## src/rtl/word_assembler.sv

```systemverilog
// word_assembler: collects OUT_W-bit words from serial bits or IN_W-bit chunks,
// MSB first, and delivers each finished word through a valid/ready output register.
// A sticky overrun flag records any finished word dropped because the output was full.
module word_assembler #(
    parameter int unsigned OUT_W = 32,
    parameter int unsigned IN_W  = 8
) (
    input  logic                       clk_i,
    input  logic                       reset_i,
    input  logic                       clear_i,
    input  logic                       serialise_i,
    input  logic                       strobe_i,
    input  logic [IN_W-1:0]            value_i,
    output logic [OUT_W-1:0]           value_o,
    output logic                       valid_o,
    input  logic                       ready_i,
    output logic                       busy_o,
    output logic [$clog2(OUT_W):0]     count_o,
    output logic                       overrun_o
);

    localparam int unsigned CW        = $clog2(OUT_W) + 1;
    localparam int unsigned SER_BEATS = OUT_W;
    localparam int unsigned CHK_BEATS = OUT_W / IN_W;

    typedef enum logic {
        IDLE = 1'b0,
        FILL = 1'b1
    } state_t;

    state_t             state_q;
    logic [OUT_W-1:0]   sr_q;
    logic [CW-1:0]      count_q;
    logic               mode_q;

    logic               eff_mode_c;
    logic [CW-1:0]      last_c;
    logic [OUT_W-1:0]   shifted_c;
    logic               done_c;

    // Mode of the current beat: sampled live on the first beat, latched afterwards.
    always_comb begin
        eff_mode_c = (state_q == IDLE) ? serialise_i : mode_q;
        last_c     = eff_mode_c ? CW'(SER_BEATS - 1) : CW'(CHK_BEATS - 1);
        shifted_c  = eff_mode_c ? OUT_W'({sr_q, value_i[0]}) : OUT_W'({sr_q, value_i});
        done_c     = strobe_i && (count_q == last_c);
    end

    // Fill FSM: beat counter, shift register and latched word mode.
    always_ff @(posedge clk_i or posedge reset_i) begin
        if (reset_i) begin
            state_q <= IDLE;
            sr_q    <= '0;
            count_q <= '0;
            mode_q  <= 1'b0;
        end else if (clear_i) begin
            state_q <= IDLE;
            sr_q    <= '0;
            count_q <= '0;
        end else if (strobe_i) begin
            if (state_q == IDLE) begin
                mode_q <= serialise_i;
            end
            if (done_c) begin
                state_q <= IDLE;
                sr_q    <= '0;
                count_q <= '0;
            end else begin
                state_q <= FILL;
                sr_q    <= shifted_c;
                count_q <= count_q + CW'(1);
            end
        end
    end

    // Output register with valid/ready handoff and sticky overrun.
    always_ff @(posedge clk_i or posedge reset_i) begin
        if (reset_i) begin
            value_o   <= '0;
            valid_o   <= 1'b0;
            overrun_o <= 1'b0;
        end else if (clear_i) begin
            valid_o   <= 1'b0;
            overrun_o <= 1'b0;
        end else if (done_c) begin
            if (!valid_o || ready_i) begin
                value_o <= shifted_c;
                valid_o <= 1'b1;
            end else begin
                overrun_o <= 1'b1;
            end
        end else if (valid_o && ready_i) begin
            valid_o <= 1'b0;
        end
    end

    assign count_o = count_q;
    assign busy_o  = (state_q == FILL);

endmodule
```

## config.mk

```make
export PLATFORM = sky130hd
export DESIGN_NAME = word_assembler
export DESIGN_NICKNAME = d
export VERILOG_FILES = /design/src/rtl/word_assembler.sv
export SDC_FILE = /design/constraint.sdc
export NUM_CORES = 1
export LEC_CHECK = 0
export CAP_MARGIN = 10
export CORE_AREA = 2 2 89 91
export CTS_BUF_LIST = sky130_fd_sc_hd__clkbuf_4 sky130_fd_sc_hd__clkbuf_8 sky130_fd_sc_hd__clkbuf_16
export CTS_CLUSTER_SIZE = 30
export DETAILED_ROUTE_END_ITERATION = 10
export DIE_AREA = 0 0 91 93
export PLACE_DENSITY_LB_ADDON = 0.05
export REMOVE_ABC_BUFFERS = 1
export SLEW_MARGIN = 40
export SYNTH_ARGS = -nofsm -noshare
export SYNTH_HDL_FRONTEND = slang
export SYNTH_SLANG_ARGS = --single-unit
```

## constraint.sdc

```tcl
create_clock -name clk_i -period 2.3 [get_ports clk_i]
set_input_delay 0.345 -clock clk_i [delete_from_list [all_inputs] [get_ports clk_i]]
set_output_delay 0.345 -clock clk_i [all_outputs]
set_load 0.05 [all_outputs]
```

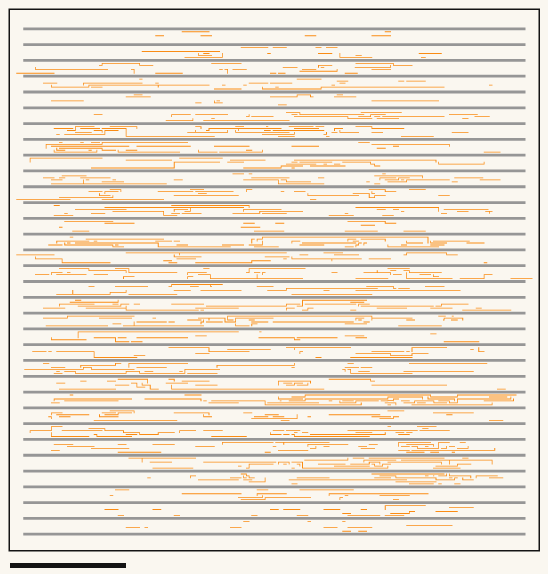
(images/met1.png)
The bar under the picture is 20 microns long. Supply wires on this layer in gray.
wire length on this layer: 3,340 microns
longest straight run: 28.5 microns
nets with wire on the layer: 289
main direction: horizontal
share of all routed wire: 49%
met1 Use GR: 24.0%
Post-Route WL: 6.86 mm

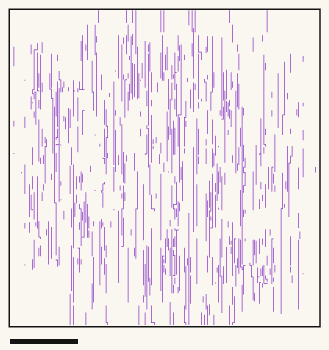
(images/met2.png)
The bar under the picture is 20 microns long.
longest straight run: 46.2 microns
share of all routed wire: 45%
nets with wire on the layer: 293
wire length on this layer: 3,120 microns
vias: 2,170
met2 capacity usage during global routing: 27.2%

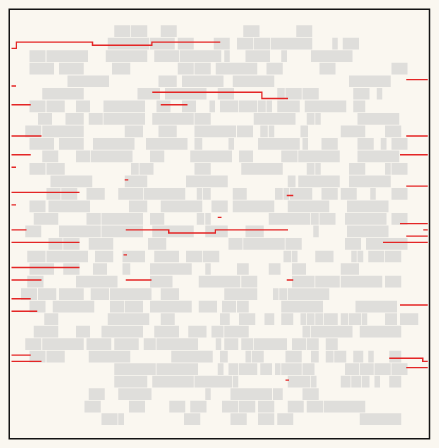
(images/met3.png)
Cells faint in the background.
wire length on this layer: 275 microns
longest straight run: 23.7 microns
share of all routed wire: 4.0%
met3 usage: 4.51%

==> impl_metrics.ini <==
; yosys + openroad results
[worst_setup_path]
cpMaxStageDelayCell = or4_4
worst_setup_path_end_kind = flip-flop
worst-path-stages = 5
worstPathRequired_ns = 2.54
slowest_delay_ns = 0.56
worstPathMaxFanout = 30

[synth]
async_flop_share_pct = 100
logic_family = multiplexers
synth.area.top_cells = dfrtp_1 (55%), mux2_4 (9.1%), mux2_2 (7.8%)
top_cell = dfrtp_1
synth_stat.cells = 251
mux_share_pct = 24.5

[route]
remaining_drc_errors = 0
first_pass_iters = 4

[power_and_ir_drop]
ir_worst_vdd_mv = 0.264
finalPower_mw = 2.93
comb_power_share_pct = 21.8
p_sw_share_pct = 31.6

[placed_design]
gp_routability_congestion = 0.774
place_inst = 409

[global_routing]
grtUsageTotal_pct = 17.7

[timing]
period_needed_ns = 2.40
rsz0062_at_grt = yes
setup_violations = 24
final-hold-violation-count = 0
fin_ws_ns = -0.0991

[status]
status = complete, but fails checks
violations = setup timing

[cells_and_area]
final_cell_mix = dfrtp_1 (73), clkdlybuf4s50_1 (54), mux2i_1 (24)

[cts]
clockBufferDepth = 2
clk_transition_reported_paths_ns = 0.08
repair_timing:
item,4_1_cts,5_1_grt
gates resized,0,1
setup endpoints to repair,24,49
pin swaps,0,0
hold endpoints to repair,0,0
cell type report:
type,instances,area share (%)
flip-flops and latches,73,43.1
multi-input cells,149,31.5
repair buffers,72,17.2
well taps,102,3.01
clock buffers,9,2.93
inverters,13,1.15
clock inverters,7,1.06
flip-flops by register name, summed over array words and instances, names as in the netlist:
| signal | cells |
|---|---|
| sr_q | 31 |
| mode_q | 1 |
| overrun_o | 1 |
| count_o | 6 |
| value_o | 32 |
| busy_o | 1 |
| valid_o | 1 |
metal layers:
metal	vias to the layer above	wire length (microns)	global-route usage, %
met5	-	0	0
met4	0	121	7.20
met3	11	274	4.51
met2	38	3120	27.2
met1	1091	3340	24.0
li1	1030	-	-
